### src/rtl/instruction_encoder.sv
// instruction_encoder: encodes R/I/B/J/JALR requests into RV32I words behind a 2-entry output FIFO.
// Optional macro IMM_RANGE_CHECK_EN flags out-of-range or misaligned immediates as illegal.
module instruction_encoder (
    input  logic        clk,
    input  logic        rstn,
    input  logic        inValid,
    output logic        inReady,
    input  logic [2:0]  format,
    input  logic [3:0]  opALU,
    input  logic [2:0]  branchT,
    input  logic [4:0]  rd,
    input  logic [4:0]  rs1,
    input  logic [4:0]  rs2,
    input  logic [31:0] immediateValue,
    output logic [31:0] instruction,
    output logic        outValid,
    input  logic        outReady,
    output logic        outError,
    output logic [7:0]  wordIndex,
    output logic [7:0]  errorCount
);
    typedef struct packed {
        logic [31:0] word;
        logic        err;
        logic [7:0]  idx;
    } entryT;

    localparam logic [31:0] NOP = 32'h0000_0013;

    logic [2:0]  fun3;
    logic [6:0]  fun7;
    logic        isShift, aluBad, iBad, shiftBad, bBad, jBad, newErr;
    logic [11:0] immI;
    logic [31:0] newWord;
    entryT       mem [2];
    logic        rdPtr, wrPtr, push, pop;
    logic [1:0]  count;
    logic [7:0]  seq, errCnt;

`ifdef IMM_RANGE_CHECK_EN
    logic signed [31:0] simm;
    assign simm     = immediateValue;
    assign iBad     = simm < -2048 || simm > 2047;
    assign shiftBad = immediateValue[31:5] != '0;
    assign bBad     = simm < -4096 || simm > 4094 || immediateValue[0];
    assign jBad     = simm < -1048576 || simm > 1048574 || immediateValue[0];
`else
    logic unusedImmBits;
    assign unusedImmBits = ^immediateValue[31:21];
    assign iBad     = 1'b0;
    assign shiftBad = 1'b0;
    assign bBad     = 1'b0;
    assign jBad     = 1'b0;
`endif

    always_comb begin
        case (opALU)
            4'd2:       fun3 = 3'b111;
            4'd3:       fun3 = 3'b110;
            4'd4:       fun3 = 3'b100;
            4'd5:       fun3 = 3'b010;
            4'd6:       fun3 = 3'b011;
            4'd7:       fun3 = 3'b001;
            4'd8, 4'd9: fun3 = 3'b101;
            default:    fun3 = 3'b000;
        endcase
        fun7    = (opALU == 4'd1 || opALU == 4'd9) ? 7'b0100000 : 7'b0000000;
        isShift = opALU >= 4'd7 && opALU <= 4'd9;
        aluBad  = opALU > 4'd9;
        // Shift immediates carry fun7 in their upper bits
        immI    = isShift ? {fun7, immediateValue[4:0]} : immediateValue[11:0];
        newErr  = 1'b1;
        newWord = NOP;
        case (format)
            3'd0: begin
                newErr  = aluBad;
                newWord = {fun7, rs2, rs1, fun3, rd, 7'b0110011};
            end
            3'd1: begin
                newErr  = aluBad || opALU == 4'd1 || (isShift ? shiftBad : iBad);
                newWord = {immI, rs1, fun3, rd, 7'b0010011};
            end
            3'd2: begin
                newErr  = branchT == 3'd2 || branchT == 3'd3 || bBad;
                newWord = {immediateValue[12], immediateValue[10:5], rs2, rs1, branchT,
                           immediateValue[4:1], immediateValue[11], 7'b1100011};
            end
            3'd3: begin
                newErr  = jBad;
                newWord = {immediateValue[20], immediateValue[10:1], immediateValue[11],
                           immediateValue[19:12], rd, 7'b1101111};
            end
            3'd4: begin
                newErr  = iBad;
                newWord = {immediateValue[11:0], rs1, 3'b000, rd, 7'b1100111};
            end
            default: newErr = 1'b1;
        endcase
        if (newErr) newWord = NOP;
    end

    assign inReady    = !count[1];
    assign outValid   = count != 2'd0;
    assign push       = inValid && inReady;
    assign pop        = outValid && outReady;
    assign instruction = mem[rdPtr].word;
    assign outError   = mem[rdPtr].err;
    assign wordIndex  = mem[rdPtr].idx;
    assign errorCount = errCnt;

    always_ff @(posedge clk or negedge rstn) begin
        if (!rstn) begin
            mem[0] <= '0;
            mem[1] <= '0;
            rdPtr  <= 1'b0;
            wrPtr  <= 1'b0;
            count  <= 2'd0;
            seq    <= 8'd0;
            errCnt <= 8'd0;
        end else begin
            if (push) begin
                mem[wrPtr] <= '{word: newWord, err: newErr, idx: seq};
                wrPtr      <= ~wrPtr;
                seq        <= seq + 8'd1;
                if (newErr && errCnt != 8'hFF) errCnt <= errCnt + 8'd1;
            end
            if (pop) rdPtr <= ~rdPtr;
            count <= count + {1'b0, push} - {1'b0, pop};
        end
    end
endmodule

### config.mk
export PLATFORM = sky130hd
export DESIGN_NAME = instruction_encoder
export DESIGN_NICKNAME = d
export VERILOG_FILES = /design/src/rtl/instruction_encoder.sv
export SDC_FILE = /design/constraint.sdc
export NUM_CORES = 1
export LEC_CHECK = 0
export ABC_AREA = 0
export ABC_CLOCK_PERIOD_IN_PS = 2100
export CAP_MARGIN = 10
export CORE_AREA = 2 2 110 112
export DETAILED_ROUTE_END_ITERATION = 8
export DIE_AREA = 0 0 112 114
export PLACE_DENSITY_LB_ADDON = 0.12
export SLEW_MARGIN = 20
export SYNTH_ARGS = -nofsm -noshare
export SYNTH_HDL_FRONTEND = slang
export SYNTH_SLANG_ARGS = --single-unit
### constraint.sdc
create_clock -name clk -period 2.1 [get_ports clk]
set_input_delay 0.315 -clock clk [delete_from_list [all_inputs] [get_ports clk]]
set_output_delay 0.315 -clock clk [all_outputs]
set_load 0.1 [all_outputs]
==> notes.md <==
Reports from this run.

- Routed signal wires occupy layers up through met4.
- The TritonCTS clock tree reads yes.
- The setup violation total in the final timing report reads 0.
- The slowest library cell on the worst path reads sky130_fd_sc_hd__clkdlybuf4s50_1.
- In this run the clock root is driven by a sky130_fd_sc_hd__clkbuf_16.
- The worst hold path class is input pin to asynchronous set/reset pin.
- The number of warnings reported in the yosys synthesis log is 0.
- The yosys stat cell total reads 529.
- The power drawn by the clock network reads 1.71 mW.
- The fraction of registers with async set or reset after synthesis reads 100%.
- The aggregate negative setup slack is 0 ps.
- STA lists the maximum fanout along the critical path as 5.
- The final worst-path setup slack reads 100 ps.
- For reference, the critical path cell chain is clkdlybuf4s50_1 > inv_2 > ha_2 > o21bai_1 > a32oi_2 > o21a_4 > buf_12 > nor2_1 > mux2_2.
- The buffer and inverter count on the worst path reads 3.
- After synthesis, the cell types taking the most area are sky130_fd_sc_hd__dfrtp_1 49%, sky130_fd_sc_hd__nand2_1 11%, sky130_fd_sc_hd__mux2_2 9.1%.
- The sequential cell area fraction in the yosys report reads 49.1%.
- The final routed DRC violation total reads 0.
- The placed wire-length estimate is 9.10 mm.
- The number of iterations in the first detailed-routing pass is 4.
- The net count reported at finish reads 725.
- The synthesized design devotes to its leading area cell type 49.1% of total area.
- The final report gives the standard cell area, fillers excluded, as 7390 um2.
- The wire length the detailed router placed on met1 is 5.70 mm.
- The count of state elements after synthesis reads 100.
- As reported, the later end of the worst-skew pair has a clock insertion delay of 350 ps.
- In the final layout, the share of cells above drive strength 1 is 27.6%.
- The detailed router reports a met2 wire length of 6.06 mm.
- The overall power reads 12.5 mW.
- The combinational group share of total power is 61.5%.
- The actual slew at the worst max-slew pin is 539 ps.
- The total congestion overflow after global routing is 0.
- The worst setup slack after placement reads -357 ps.
- The post-cts hold-fix buffer tally reads 1.
- The final worst hold slack is 431 ps.
- The worst endpoint data arrival time reads 2240 ps.
- The H-tree depth is 3.
- The run finished with clean final reports.
- The vertical die size reads 114 um.
- Looking at the power breakdown, sequential logic takes 24.9% of the total.
- Post-synthesis, Yosys gives the total cell area as 5100 um2.
- The combinational logic power is 7.70 mW.
- The most used flip-flop cell after synthesis is sky130_fd_sc_hd__dfrtp_1.
- The switching power share of the total reads 49.2%.
- The script computed a power per unit cell area of 1700 nW/um2.
- The number of buffers created by CTS is 9.
- The register clock-pin slew on the reported worst setup and hold paths reads 80 ps.
- The post-synthesis cell type count is 50.
- The internal power contribution reads 6.37 mW.
- The number of setup buffers added after CTS is 1.
- The count of buffers from port buffering reads 100.
- The residual antenna-violating net count after detailed routing reads 0.
- The number of nets produced by synthesis is 599.
- The number of cells in the finished layout apart from fillers reads 807.
- The type of the worst setup path reads input pin to register.
- The placed cell count reads 786.
- The number of core rows reads 40.
- The power drawn by the sequential cells reads 3.12 mW.
- The setup slack of the worst register-to-register path is 330 ps.
- Of the available clock period, the critical path in the final layout requires 95.2%.
- The relative slew slack reads 64.0%.
- The part of the power in the clock network is 13.7%.
- The number of fillers in the final layout is 966.
==> sequential cells by signal, summed over array words and instances (netlist names) <==
signal      count
count           2
errorCount      8
mem            80
rdPtr           1
seq             8
wrPtr           1
==> final timing paths <==
path,from,to,cells past startpoint
worst max-delay path,opALU[1],errorCount[1]$_DFFE_PN0P_,9
worst min-delay path,rstn,mem[7]$_DFFE_PN0P_,2
worst max register to register,count[1]$_DFF_PN0_,mem[34]$_DFFE_PN0P_,8
worst min register to register,mem[28]$_DFFE_PN0P_,mem[28]$_DFFE_PN0P_,2
max in group asynchronous,rstn,errorCount[2]$_DFFE_PN0P_,3
min in group clk,mem[28]$_DFFE_PN0P_,mem[28]$_DFFE_PN0P_,2
==> synth_stat cells, types with 8 or more instances <==
library cell               instances
sky130_fd_sc_hd__mux2i_1          11
sky130_fd_sc_hd__clkbuf_1         16
sky130_fd_sc_hd__o21ai_0          61
sky130_fd_sc_hd__nor2_1           17
sky130_fd_sc_hd__ha_1              9
sky130_fd_sc_hd__inv_1             8
sky130_fd_sc_hd__nand2_1         150
sky130_fd_sc_hd__dfrtp_1         100
sky130_fd_sc_hd__o31ai_1          10
sky130_fd_sc_hd__mux2_2           41
sky130_fd_sc_hd__xor2_1            9
sky130_fd_sc_hd__buf_2            10
sky130_fd_sc_hd__xnor2_1           9
sky130_fd_sc_hd__nor2b_1           8
==> final cells by class <==
class | count | area (um2) | area share (%)
multi-input combinational | 388 | 2470 | 33.5
tap | 147 | 184 | 2.49
inverter | 8 | 33.8 | 0.457
clock buffer | 10 | 239 | 3.24
sequential | 100 | 2510 | 34.0
timing repair buffer | 148 | 1870 | 25.4
clock inverter | 6 | 70.1 | 0.949
==> layout by cell type (no fill, tap or decap), types with 4 or more instances in the layout <==
| master | instances |
|---|---|
| sky130_fd_sc_hd__nand2_1 | 148 |
| sky130_fd_sc_hd__dfrtp_1 | 94 |
| sky130_fd_sc_hd__o21ai_0 | 59 |
| sky130_fd_sc_hd__buf_12 | 51 |
| sky130_fd_sc_hd__buf_4 | 48 |
| sky130_fd_sc_hd__clkdlybuf4s50_1 | 47 |
| sky130_fd_sc_hd__mux2_2 | 41 |
| sky130_fd_sc_hd__nor2_1 | 17 |
| sky130_fd_sc_hd__mux2i_1 | 11 |
| sky130_fd_sc_hd__o31ai_1 | 10 |
| sky130_fd_sc_hd__xnor2_1 | 9 |
| sky130_fd_sc_hd__xor2_1 | 9 |
| sky130_fd_sc_hd__clkbuf_16 | 9 |
| sky130_fd_sc_hd__nor2b_1 | 8 |
| sky130_fd_sc_hd__ha_1 | 7 |
| sky130_fd_sc_hd__inv_1 | 6 |
| sky130_fd_sc_hd__dfrtp_2 | 6 |
| sky130_fd_sc_hd__nand3_1 | 5 |
| sky130_fd_sc_hd__a22o_1 | 5 |
| sky130_fd_sc_hd__a21oi_1 | 4 |
| sky130_fd_sc_hd__a221o_1 | 4 |
==> cell families after synthesis <==
kind of cell	share of synthesized area [%]
adders and majority gates	2.21
and+or+nand+nor	18.0
DFF	49.1
buffers and inverters	3.63
muxes	11.2
xor gates and xnor gates	3.09
AOI/OAI and AO/OA	12.8
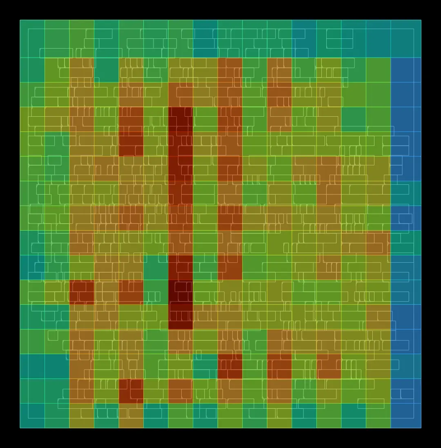
Figure 1: routing congestion map.
most used routing layer in global routing: met2
met1 routing resource usage after global routing: 28.1%
routing usage on met3: 4.41%
wire per inst: 15.4 um
overall fraction of global-route tracks in use: 20.5%

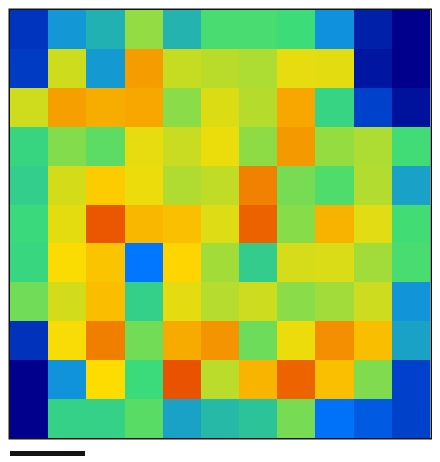
Figure 2: local utilization.
Scale bar: 20 um. 11 x 11 tiles, from dark blue (low) to red (high), 0 to 100% covered.
nearly empty tiles = 3.3%
tiles over 75% full = 21%
emptiest ninth of the die = top right
fullest tile = 91%
Core ar.: 11700 um2
pre-placement core utilization: 43.5%
Layout Utilization: 63.1%

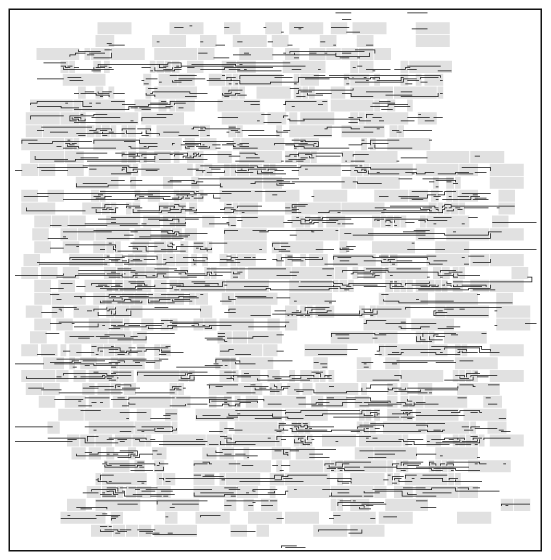
Figure 3: M1 wires.
Cells faint in the background.
main direction = horizontal
longest straight run = 32.2 um
share of all routed wire = 46%
wire length on this layer = 5700 um
nets with wire on the layer = 611
final WL: 12.5 mm
count of vias placed by the detailed router: 4238

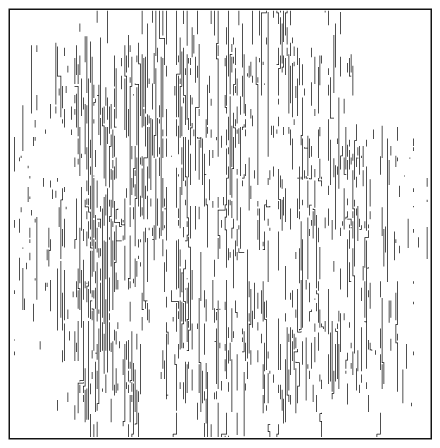
Figure 4: signal wires on met2.
longest straight run = 50.3 um
main direction = vertical
share of all routed wire = 49%
wire length on this layer = 6060 um
nets with wire on the layer = 603
global routing usage on met2: 33.7%

Power is estimated from default activity; no workload was simulated.
